==> src/rtl/uart_tx.sv <==
// uart_tx -- byte-to-serial UART transmitter.
//
// Accepts bytes on a valid/ready handshake and shifts them out as
// 8N1 / 8N2 frames (start bit, 8 data bits LSB first, optional even
// parity, 1 or 2 stop bits). Each bit lasts CYCLES_PER_BIT clocks.
// The byte is captured on the handshake, so tx_data may change freely
// while a frame is in flight.
//
// Optional feature: define UART_TX_PARITY_EN to insert an even-parity
// bit after data bit 7.
//
// Parameters:
//   CYCLES_PER_BIT  clocks per serial bit (>= 2), default 868
//   STOP_BITS       number of stop bits (1 or 2), default 1
// Ports:
//   clk        system clock
//   m_aresetn  asynchronous active-low reset
//   tx_valid   upstream byte valid
//   tx_data    upstream byte, sampled on the handshake only
//   tx_ready   block can accept a byte (registered)
//   uart_txd   serial line, idle high (registered)
//   busy       frame in progress, always !tx_ready (registered)

module uart_tx #(
  parameter int unsigned CYCLES_PER_BIT = 868,
  parameter int unsigned STOP_BITS      = 1
) (
  input  logic       clk,
  input  logic       m_aresetn,
  input  logic       tx_valid,
  input  logic [7:0] tx_data,
  output logic       tx_ready,
  output logic       uart_txd,
  output logic       busy
);

  localparam int unsigned TW = $clog2(CYCLES_PER_BIT);
  localparam logic [TW-1:0] T_LAST = TW'(CYCLES_PER_BIT - 1);

  typedef enum logic [2:0] {
    S_IDLE   = 3'd0,
    S_START  = 3'd1,
    S_DATA   = 3'd2,
`ifdef UART_TX_PARITY_EN
    S_PARITY = 3'd3,
`endif
    S_STOP   = 3'd4
  } state_t;

  state_t        state_q, state_d;
  logic [TW-1:0] timer_q, timer_d;
  logic [2:0]    idx_q, idx_d;
  logic [7:0]    shreg_q, shreg_d;
  logic          stop_q, stop_d;
  logic          ready_q, ready_d;
  logic          txd_q, txd_d;
  logic          busy_q, busy_d;
`ifdef UART_TX_PARITY_EN
  logic          par_q, par_d;
`endif

  logic bit_end;
  logic stop_done;

  assign bit_end = (timer_q == T_LAST);
  // With a single stop bit the first stop-bit boundary ends the frame;
  // with two, stop_q marks that the first one has already elapsed.
  assign stop_done = (STOP_BITS < 2) || stop_q;

  always_comb begin
    state_d = state_q;
    timer_d = bit_end ? '0 : timer_q + 1'b1;
    idx_d   = idx_q;
    shreg_d = shreg_q;
    stop_d  = stop_q;
    ready_d = ready_q;
    txd_d   = txd_q;
`ifdef UART_TX_PARITY_EN
    par_d   = par_q;
`endif

    // uart_txd is registered, so each branch loads the value of the
    // *next* bit at the boundary edge; the line changes exactly on it.
    case (state_q)
      S_IDLE: begin
        timer_d = '0;
        if (tx_valid && ready_q) begin
          shreg_d = tx_data;
          idx_d   = '0;
          stop_d  = 1'b0;
`ifdef UART_TX_PARITY_EN
          par_d   = ^tx_data;
`endif
          state_d = S_START;
          txd_d   = 1'b0;
          ready_d = 1'b0;
        end
      end
      S_START: begin
        if (bit_end) begin
          state_d = S_DATA;
          txd_d   = shreg_q[0];
        end
      end
      S_DATA: begin
        if (bit_end) begin
          shreg_d = shreg_q >> 1;
          if (idx_q == 3'd7) begin
`ifdef UART_TX_PARITY_EN
            state_d = S_PARITY;
            txd_d   = par_q;
`else
            state_d = S_STOP;
            txd_d   = 1'b1;
`endif
          end else begin
            idx_d = idx_q + 3'd1;
            txd_d = shreg_q[1];
          end
        end
      end
`ifdef UART_TX_PARITY_EN
      S_PARITY: begin
        if (bit_end) begin
          state_d = S_STOP;
          txd_d   = 1'b1;
        end
      end
`endif
      S_STOP: begin
        txd_d = 1'b1;
        if (bit_end) begin
          if (stop_done) begin
            state_d = S_IDLE;
            ready_d = 1'b1;
          end else begin
            stop_d = 1'b1;
          end
        end
      end
      default: begin
        state_d = S_IDLE;
        timer_d = '0;
        ready_d = 1'b1;
        txd_d   = 1'b1;
      end
    endcase

    busy_d = ~ready_d;
  end

  always_ff @(posedge clk or negedge m_aresetn) begin
    if (!m_aresetn) begin
      state_q <= S_IDLE;
      timer_q <= '0;
      idx_q   <= '0;
      shreg_q <= '0;
      stop_q  <= 1'b0;
      ready_q <= 1'b1;
      txd_q   <= 1'b1;
      busy_q  <= 1'b0;
`ifdef UART_TX_PARITY_EN
      par_q   <= 1'b0;
`endif
    end else begin
      state_q <= state_d;
      timer_q <= timer_d;
      idx_q   <= idx_d;
      shreg_q <= shreg_d;
      stop_q  <= stop_d;
      ready_q <= ready_d;
      txd_q   <= txd_d;
      busy_q  <= busy_d;
`ifdef UART_TX_PARITY_EN
      par_q   <= par_d;
`endif
    end
  end

  assign tx_ready = ready_q;
  assign uart_txd = txd_q;
  assign busy     = busy_q;

endmodule

==> config.mk <==
export PLATFORM = sky130hd
export DESIGN_NAME = uart_tx
export DESIGN_NICKNAME = d
export VERILOG_FILES = /design/src/rtl/uart_tx.sv
export SDC_FILE = /design/constraint.sdc
export NUM_CORES = 1
export LEC_CHECK = 0
export ABC_AREA = 1
export CORE_ASPECT_RATIO = 2
export CORE_UTILIZATION = 30
export CTS_CLUSTER_SIZE = 28
export DETAILED_ROUTE_END_ITERATION = 12
export HOLD_SLACK_MARGIN = 0.02
export SLEW_MARGIN = 30
export SYNTH_ARGS = -nofsm -noshare
export SYNTH_HDL_FRONTEND = slang
export SYNTH_SLANG_ARGS = --single-unit
==> constraint.sdc <==
create_clock -name clk -period 1.89 [get_ports clk]
set_input_delay 0.189 -clock clk [delete_from_list [all_inputs] [get_ports clk]]
set_output_delay 0.189 -clock clk [all_outputs]
set_load 0.01 [all_outputs]
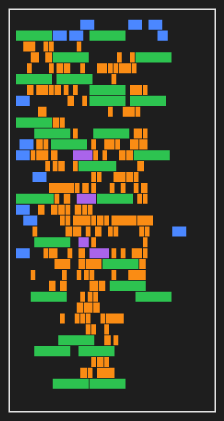
**Above:** run 1 (placed cells, one colour a class).
Drawn at 4 px/um.
[registers] green | cells: 27 | share of their area: 42%
[clock drivers and dummy loads] purple | cells: 4 | share of their area: 3.0%
[remaining logic cells] orange | cells: 146 | share of their area: 46%
[remaining buffers and delay cells] blue | cells: 14 | share of their area: 8.5%

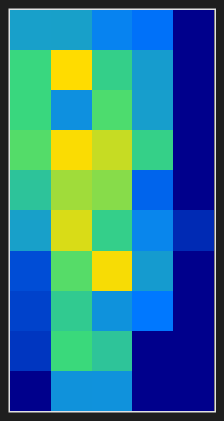
**Above:** run 1 (cell area per tile).
Drawn at 4 px/um. 5 x 10 tiles, from dark blue (low) to red (high), 0 to 100% covered.
nearly empty tiles: 24%
mean over tiles: 31%
fullest tile: 75%
densest ninth of the die: centre
emptiest ninth of the die: south-east

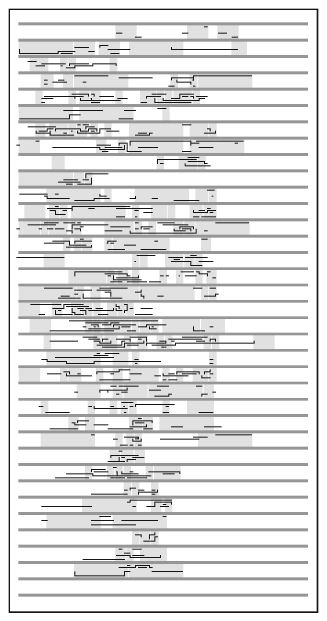
**Above:** run 1 (met1 routing).
Drawn at 6 px/um. Supply wires on this layer in grey.
longest straight run: 14.7 um
wire length on this layer: 1070 um
share of all routed wire: 37%
nets with wire on the layer: 190
main direction: horizontal

==> results.txt, run 1 <==
run results: status finished clean, Clock Path Buffers 2, ant diodes 0, final setup fails 0, All-Layer GR Usage 13.2%, DR vias 1193, clock sink count 27, CP Class reg2out, total design power 0.963 mW, I/O pin count 14, Pleak 0.799 nW, total wire length 2860 um, crit-path max FO 5, CTS Buf Count 3, root buffer cell clkbuf_8, violation tally from detailed-route iteration zero 17, Tcrit/Tclk final 85.7%, Crit. End Element output pin, vias in the first global route 1191, Reg2Reg Depth 8, crit path setup slack, layout 271 ps, fmax 618 MHz, drt pass-1 iters 4, area of placed instances 1630 um^2, Arrival @ worst endpoint 1430 ps, number of core rows 35, Ys Warns 0, initial core utilization 31.5%, CTS resizes 0, PwrDens 573 nW/um^2, layout cell share with drive strength beyond 1 13.1%, synthesized area 1450 um^2, Crit path depth 1, Yosys cell types 27, FILL cells 485, dominant logic cell type in the layout nand2_1, Avg Vias per Cell 4.85, area delta synth->final 16.0%, Die Wd 51.1 um, PortBufs 13, Top Layout Cells nand2_1 (42), dfrtp_1 (25), inv_1 (21), measured slew at the worst slew-check pin 362 ps, max layer used met4, first-pass GRT wire length 5030 um, CP required 1700 ps, chip area 5120 um^2, Commonest flop dfrtp_1, hold crit path type in2async, HPWL after DPL 2240 um, # Cells Yosys 175, Setup crit start kind flop, Yosys reg bits 27, Worst IR Drop VDD 0.477 mV, H-Tree Depth 1, Mapped Avg Cell Area 8.27 um^2, chip area line of the yosys report 1450 um^2, Post-synth EDFFs 0, Slew HR 75.9%, DRC errors left 0, register area 678 um^2, Final Util 36.5%, largest net degree at the start of global routing 28, Comb gate area 649 um^2, Mapped Nets 189, Max Slew Vio Count 0, CTS tree built, Die H 100 um, Latency at later pin 280 ps, ys async rst share 100%, met1 wire length 1070 um, RePlAce Congestion 0.798, Largest stage delay, worst path 600 ps, total core area 4600 um^2, antenna viol nets, final 0, clk_skew 11.3 ps, unrepaired setup endpoints after global routing no, dpl ws 347 ps, Synth Instances 175, worst flop-to-flop path endpoint idx_q[0], met2 WL 1640 um, MaxCap Viol Count 0, crit-path leading delay family flip-flops, CP Buf/Inv Count 1, grt ovf 0, CTS Hold Buffers Added 0, FF-to-FF Start state_q[0], mean routed wirelength per cell 11.6 um
==> run 1: worst max path at each step <==
stage               startpoint         end
global route        state_q[0]    idx_q[0]
global placement    state_q[0]    idx_q[1]
floorplan           timer_q[0]  shreg_q[4]
detailed placement  state_q[0]    idx_q[0]
finish                tx_ready    tx_ready
CTS                   tx_ready    tx_ready
==> run 1: stage by stage <==
step	cells	hold WS (ps)
final	246	271
after global routing	246	290
after CTS	246	289
after detailed placement	242	454
after global placement	242	444
after floorplan	175	-107
==> run 1: worst reg2reg max path, delay by kind of cell (launching register included) <==
family                 cells  cell delay, ps
flip-flops                 1             430
buffers and inverters      2             340
AND/OR/NAND/NOR            5             610
AND-OR/OR-AND              1              60
==> run 1: synth_stat cells, types with 2 or more instances <==
cell type | instances | area (um^2)
nand2_1 | 42 | 158
dfrtp_1 | 25 | 626
inv_1 | 21 | 78.8
nor2_1 | 17 | 63.8
nand3_1 | 11 | 55.1
o21ai_0 | 9 | 45.0
o21ai_1 | 7 | 35.0
a21oi_1 | 5 | 25.0
nand2_2 | 4 | 25.0
xor2_1 | 4 | 35.0
ha_1 | 3 | 37.5
inv_2 | 3 | 11.3
nor3_1 | 3 | 15.0
o21ai_2 | 3 | 26.3
dfstp_2 | 2 | 52.6
nand2_4 | 2 | 22.5
nand3_4 | 2 | 35.0
nand4_1 | 2 | 12.5
nor3b_1 | 2 | 15.0
==> run 1: where the power goes <==
group	leakage, nW	total, mW	internal (mW)	switching (mW)
Sequential	0.314	0.577	0.577	0
Clock	0.0217	0.343	0.150	0.193
Combinational	0.463	0.0425	0.0227	0.0198
Total	0.799	0.963	0.750	0.213
==> run 1: logic make-up (layout without fill, tap and decap cells) <==
family,after synthesis,after routing,share of synthesized area (%)
buf+inv,27,43,8.30
fa+ha+maj,3,3,2.59
flops,27,27,46.8
compound gates,26,26,10.0
xor+xnor,4,4,2.42
simple gates,88,88,29.8
==> run 1: metal layers <==
layer / vias to the layer above / global-route usage, %
met4: 0 / 8.33
met2: 22 / 24.8
met1: 566 / 12.9
li1: 596 / -
met5: - / 0
met3: 9 / 1.82
==> run 1: layout make-up <==
cell class	instances	share of cell area (%)
well taps	55	4.10
clock inverters	1	0.447
flip-flops and latches	27	40.4
inverters	25	5.74
repair buffers	14	8.20
multi-input cells	121	38.7
clock buffers	3	2.46
==> run 1: sequential cells by signal, summed over array words and instances (netlist names) <==
signal    count
tx_ready      1
idx_q         3
busy          1
timer_q      10
state_q       3
shreg_q       8
uart_txd      1
**Run 1: wires at chosen ports, followed through buffers**

Drawn at 4 px/um.
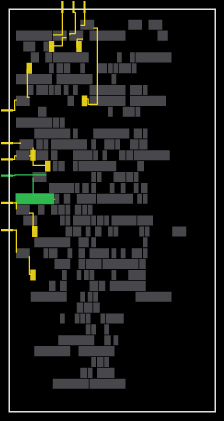

==> run 2: changes to the inputs <==
--- a/config.mk
+++ b/config.mk
@@ -6,8 +6,9 @@
 export NUM_CORES = 1
 export LEC_CHECK = 0
 export ABC_AREA = 1
+export CAP_MARGIN = 0
 export CORE_ASPECT_RATIO = 2
-export CORE_UTILIZATION = 30
+export CORE_UTILIZATION = 35
 export CTS_CLUSTER_SIZE = 28
 export DETAILED_ROUTE_END_ITERATION = 12
 export HOLD_SLACK_MARGIN = 0.02
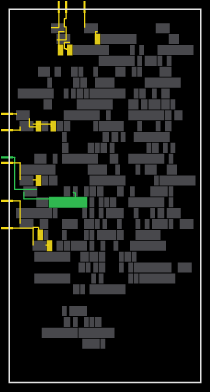
**Above:** run 2 (wires at chosen ports, followed through buffers).
Drawn at 4 px/um.
[tx_data] yellow | bits: 8 | direction: input | edge: 5 west, 3 north | end cells: 8 | buffers: 8 | wire: 74.7 um
[uart_txd] green | bits: 1 | direction: output | edge: west | end cells: 1 | buffers: 1 | wire: 34.0 um

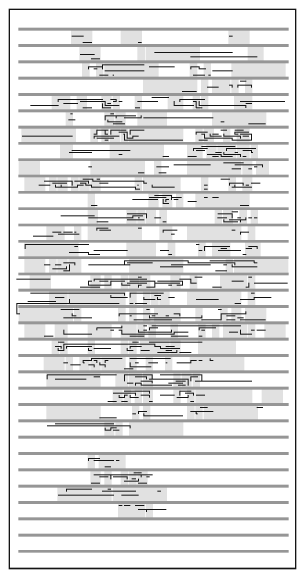
**Above:** run 2 (met1 routing).
Drawn at 6 px/um. Supply wires on this layer in grey.
longest straight run: 17.0 um
share of all routed wire: 39%

==> run 2 against run 1 <==
Against the previous run:
- hold slack got worse by 3.3 ps
- setup slack gained 19 ps
- sequential share of layout area increased by 0.12 points
- clock power about the same
- largest cell class unchanged
==> results.txt, run 2 <==
run results: root buffer cell clkbuf_8, DRC errors left 0, Worst IR Drop VDD 0.309 mV, vias in the first global route 1082, CP Buf/Inv Count 1, Latency at later pin 280 ps, RePlAce Congestion 0.750, Largest stage delay, worst path 590 ps, largest reg by FF count timer_q, Commonest flop dfrtp_1, DR vias 1144, layout cell share with drive strength beyond 1 13.1%, I/O pin count 14, HPWL after DPL 2130 um, hold crit path type in2async, fmax 625 MHz, antenna viol nets, final 0, largest combinational cell category by area simple AND/OR/NAND/NOR gates, Top-area cell share 43.2%, met2 WL 1510 um, Arrival @ worst endpoint 1410 ps, CTS tree built, CTS Buf Count 3, Slew HR 77.1%, Crit. End Element output pin, chip area 4410 um^2, yosys simple share 29.8%, total core area 3920 um^2, mux frac, synth 0%, initial core utilization 36.9%, Die Wd 47.5 um, most frequent cell after synthesis nand2_1, Post-synth EDFFs 0, clk_skew 2.53 ps, dominant logic cell type in the layout nand2_1, Yosys reg bits 27, CP Class reg2out, H-Tree Depth 1, final setup fails 0, crit-path leading delay family flip-flops, # Cells Yosys 175, Top Layout Cells nand2_1 (42), dfrtp_1 (25), inv_1 (21), Setup crit start kind flop, CTS Hold Buffers Added 0, PortBufs 13, Synth Instances 175, met1 wire length 1070 um, area delta synth->final 15.6%, Tcrit/Tclk final 84.7%, Mapped Nets 189, drt pass-1 iters 4, FILL cells 454, synthesized area 1450 um^2, All-Layer GR Usage 15.0%, chip area line of the yosys report 1450 um^2, ys async rst share 100%, max reg flops 10, clock sink count 27, violation tally from detailed-route iteration zero 22, status finished clean, largest registers timer_q: 10 flops, shreg_q: 8 flops, measured slew at the worst slew-check pin 344 ps, total wire length 2740 um, Adder Share, Synth 2.59%, Yosys cell types 27, unrepaired setup endpoints after global routing no, grt ovf 0, first-pass GRT wire length 4670 um, Complex Gates by Area 10.0%, ant diodes 0, PwrDens 576 nW/um^2, FF-to-FF Start state_q[0], Mapped Avg Cell Area 8.27 um^2
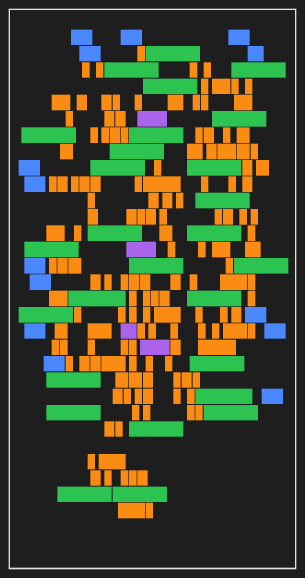
**Above:** run 2 (placed cells, one colour a class).
Drawn at 6 px/um.
[remaining buffers and delay cells] blue | cells: 14 | share of their area: 8.5%
[registers] green | cells: 27 | share of their area: 42%
[clock drivers and dummy loads] purple | cells: 4 | share of their area: 3.0%
[remaining logic cells] orange | cells: 146 | share of their area: 46%
design area: 1670 um^2
sequential share of cell area: 40.5%

-- run 2: cell counts in the layout (fill, tap and decap cells not counted) --
Identical to the previous run, type by type.
-- run 2: cell families (layout without fill, tap and decap cells) --
kind of cell | Yosys count | in the layout
and+or+nand+nor | 88 | 88
DFF | 27 | 27
AOI/OAI and AO/OA | 26 | 26
xor gates and xnor gates | 4 | 4
buffers and inverters | 27 | 43
adders and majority gates | 3 | 3
-- run 2: area by class of cell --
| type | count | area (um^2) | area share [%] |
|---|---|---|---|
| multi-input combinational | 121 | 649 | 38.8 |
| timing repair buffer | 14 | 138 | 8.22 |
| tap | 51 | 63.8 | 3.81 |
| inverter | 25 | 96.3 | 5.75 |
| clock buffer | 3 | 41.3 | 2.47 |
| sequential | 27 | 678 | 40.5 |
| clock inverter | 1 | 7.51 | 0.448 |
-- run 2: report_power, final --
group          total [mW]  leakage (nW)  internal, mW  switching [mW]
sequential          0.577         0.314         0.577               0
clock               0.346        0.0217         0.150           0.195
combinational      0.0412         0.463        0.0227          0.0185
-- run 2: path summary, 6_finish.rpt --
check,to,depth (start not counted)
max in group asynchronous,uart_txd,2
max,tx_ready,1
min in group clk,shreg_q[7],3
min reg2reg,timer_q[0],1
max reg2reg,idx_q[0],8
min,timer_q[5],2
-- run 2: per-layer routing --
layer | GRT usage [%] | vias up
li1 | - | 591
met1 | 16.8 | 525
met2 | 25.2 | 19
met3 | 1.17 | 9
met4 | 9.52 | 0
met5 | 0 | -
-- run 2: metrics by stage --
stage	hold slack (ps)	instances	utilization, %	power, mW	setup WS, ps
after floorplan	-107	175	-	0.596	548
after global placement	444	238	41.4	0.632	366
after detailed placement	453	238	41.4	0.631	364
after CTS	281	242	42.7	0.977	279
after global routing	304	242	42.7	0.999	165
final	267	242	42.7	0.964	290
**Run 2: cell area per tile**

Drawn at 6 px/um. 5 x 9 tiles, from dark blue (low) to red (high), 0 to 100% covered.
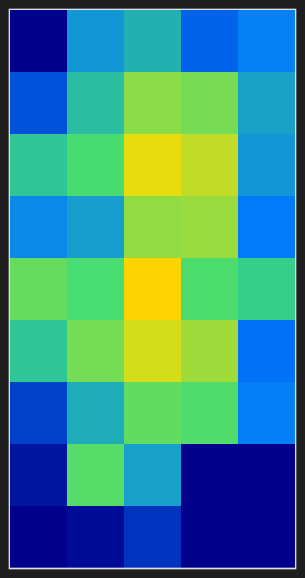

==> run 3: changes to the inputs <==
==> constraint.sdc (replaced) <==
create_clock -name clk -period 1.6 [get_ports clk]
set_input_delay 0.16 -clock clk [delete_from_list [all_inputs] [get_ports clk]]
set_output_delay 0.16 -clock clk [all_outputs]
set_load 0.01 [all_outputs]
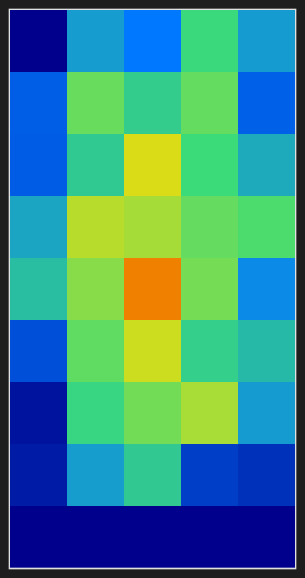
**Above:** run 3 (cell area per tile).
Drawn at 6 px/um. 5 x 9 tiles, from dark blue (low) to red (high), 0 to 100% covered.
emptiest ninth of the die: south-west
tiles over 75% full: 2.2%
nearly empty tiles: 13%
densest ninth of the die: centre
fullest tile: 85%
Final Util: 42.9%
total core area: 3920 um^2
initial core utilization: 36.9%

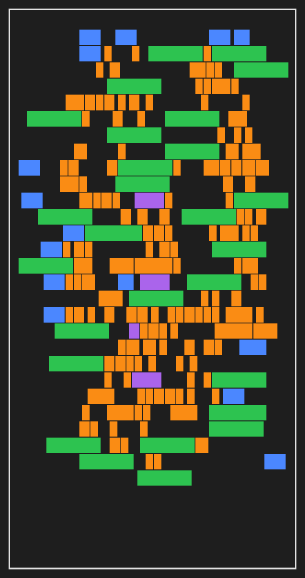
**Above:** run 3 (placed cells, one colour a class).
Drawn at 6 px/um.
[remaining logic cells] orange | cells: 146 | share of their area: 46%
[remaining buffers and delay cells] blue | cells: 15 | share of their area: 9.1%
[registers] green | cells: 27 | share of their area: 42%
[clock drivers and dummy loads] purple | cells: 4 | share of their area: 2.9%

==> run 3 against run 2 <==
Against the previous run:
- area after synthesis unchanged
- routed wire length decreased by 0.84%
- final area increased by 0.45%
- clock-buffer cell count unchanged
- core utilization increased by 0.19 points
- hold slack got worse by 20 ps
- setup slack got worse by 210 ps
- combinational power increased by 18%
- sequential share of layout area decreased by 0.18 points
- non-clock buffer count increased by 1
- power increased by 16%
- highest routed layer unchanged
==> results.txt, run 3 <==
run results: Ys Warns 0, dpl ws 161 ps, Synth Instances 175, root buffer cell clkbuf_8, measured slew at the worst slew-check pin 346 ps, Fin Hold WS 247 ps, CP Buf/Inv Count 1, Setup crit start kind flop, Crit. End Element output pin, chip area line of the yosys report 1450 um^2, vias in the first global route 1120, unrepaired setup endpoints after global routing no, most frequent cell after synthesis nand2_1, Top-area cell share 43.2%, crit-path max FO 2, placed cells 239, Largest stage delay, worst path 540 ps, Die Wd 47.5 um, total design power 1.12 mW, layout cell share with drive strength beyond 1 13.5%, PwrDens 665 nW/um^2, grt ovf 0, I/O pin count 14, largest net degree at the start of global routing 28, Max Slew Vio Count 0, design area 1680 um^2, Top area cell types dfrtp_1 (43%), nand2_1 (11%), inv_1 (5.4%), synthesized area 1450 um^2, RePlAce Congestion 0.883, Commonest flop dfrtp_1, PortBufs 13, Mapped Avg Cell Area 8.27 um^2, status finished clean, crit-path leading delay family flip-flops, Clock Path Buffers 2, Yosys cell types 27, Mapped Nets 189, dominant logic cell type in the layout nand2_1, hold crit path type in2async, mean routed wirelength per cell 11.2 um, Tcrit/Tclk final 94.7%, fmax 660 MHz, antenna viol nets, final 0, largest registers timer_q: 10 flops, shreg_q: 8 flops, number of core rows 32, H-Tree Depth 1, CTS Buf Count 3, ant diodes 0, synth cell count leaders nand2_1 (42), dfrtp_1 (25), inv_1 (21), Die H 93.0 um, CP required 1440 ps, final setup fails 0, crit path setup slack, layout 84.8 ps, Worst IR Drop VDD 0.430 mV, Latency at later pin 270 ps, Layout Cells excl Fill 243, max reg flops 10, first-pass GRT wire length 4840 um, Arrival @ worst endpoint 1360 ps, All-Layer GR Usage 15.5%, Pleak 0.806 nW, Post-synth EDFFs 0
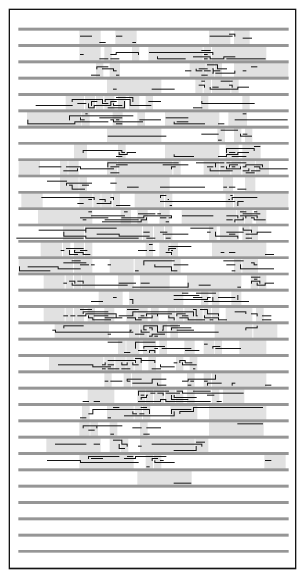
**Above:** run 3 (met1 routing).
Drawn at 6 px/um. Supply wires on this layer in grey.
main direction: horizontal
longest straight run: 12.9 um
wire length on this layer: 1050 um
nets with wire on the layer: 189
DR vias: 1122
met1 usage: 16.3%
total wire length: 2720 um

run 3: final timing paths:
| check | from | endpoint | depth (start not counted) |
|---|---|---|---|
| max | uart_txd | uart_txd | 1 |
| min in group clk | tx_data[7] | shreg_q[7] | 3 |
| max reg2reg | state_q[1] | idx_q[0] | 6 |
| min | m_aresetn | timer_q[5] | 2 |
| min reg2reg | timer_q[0] | timer_q[0] | 1 |
| max in group asynchronous | m_aresetn | tx_ready | 2 |
run 3: what timing repair did:
item	in CTS	in global routing
endpoints found under the setup margin	0	1
hold buffers	0	0
resized	0	1
run 3: power breakdown:
part	switching (mW)	internal [mW]
Clock	0.213	0.175
Combinational	0.0217	0.0268
Sequential	0	0.682
Total	0.235	0.883
run 3: layer usage:
metal	vias to the layer above	routed length (um)	track usage, %
met5	-	0	0
met1	512	1050	16.3
met4	0	53	7.62
met2	14	1540	27.5
li1	592	-	-
met3	4	74	2.34
run 3: final cells by class:
cell class	instances	area (um^2)
clock inverters	1	5.00
repair buffers	15	148
clock buffers	3	41.3
inverters	25	96.3
fillers	430	2240
flip-flops and latches	27	678
well taps	51	63.8
multi-input cells	121	649
run 3: kinds of logic (layout without fill, tap and decap cells):
family | Yosys count | after routing | share of synthesized area [%]
adder cells (fa/ha/maj) | 3 | 3 | 2.59
buffers and inverters | 27 | 44 | 8.30
flip-flops | 27 | 27 | 46.8
AND-OR/OR-AND | 26 | 26 | 10.0
XOR/XNOR | 4 | 4 | 2.42
AND/OR/NAND/NOR | 88 | 88 | 29.8
Power figures rest on the tool's default switching activity, not on a simulated workload.
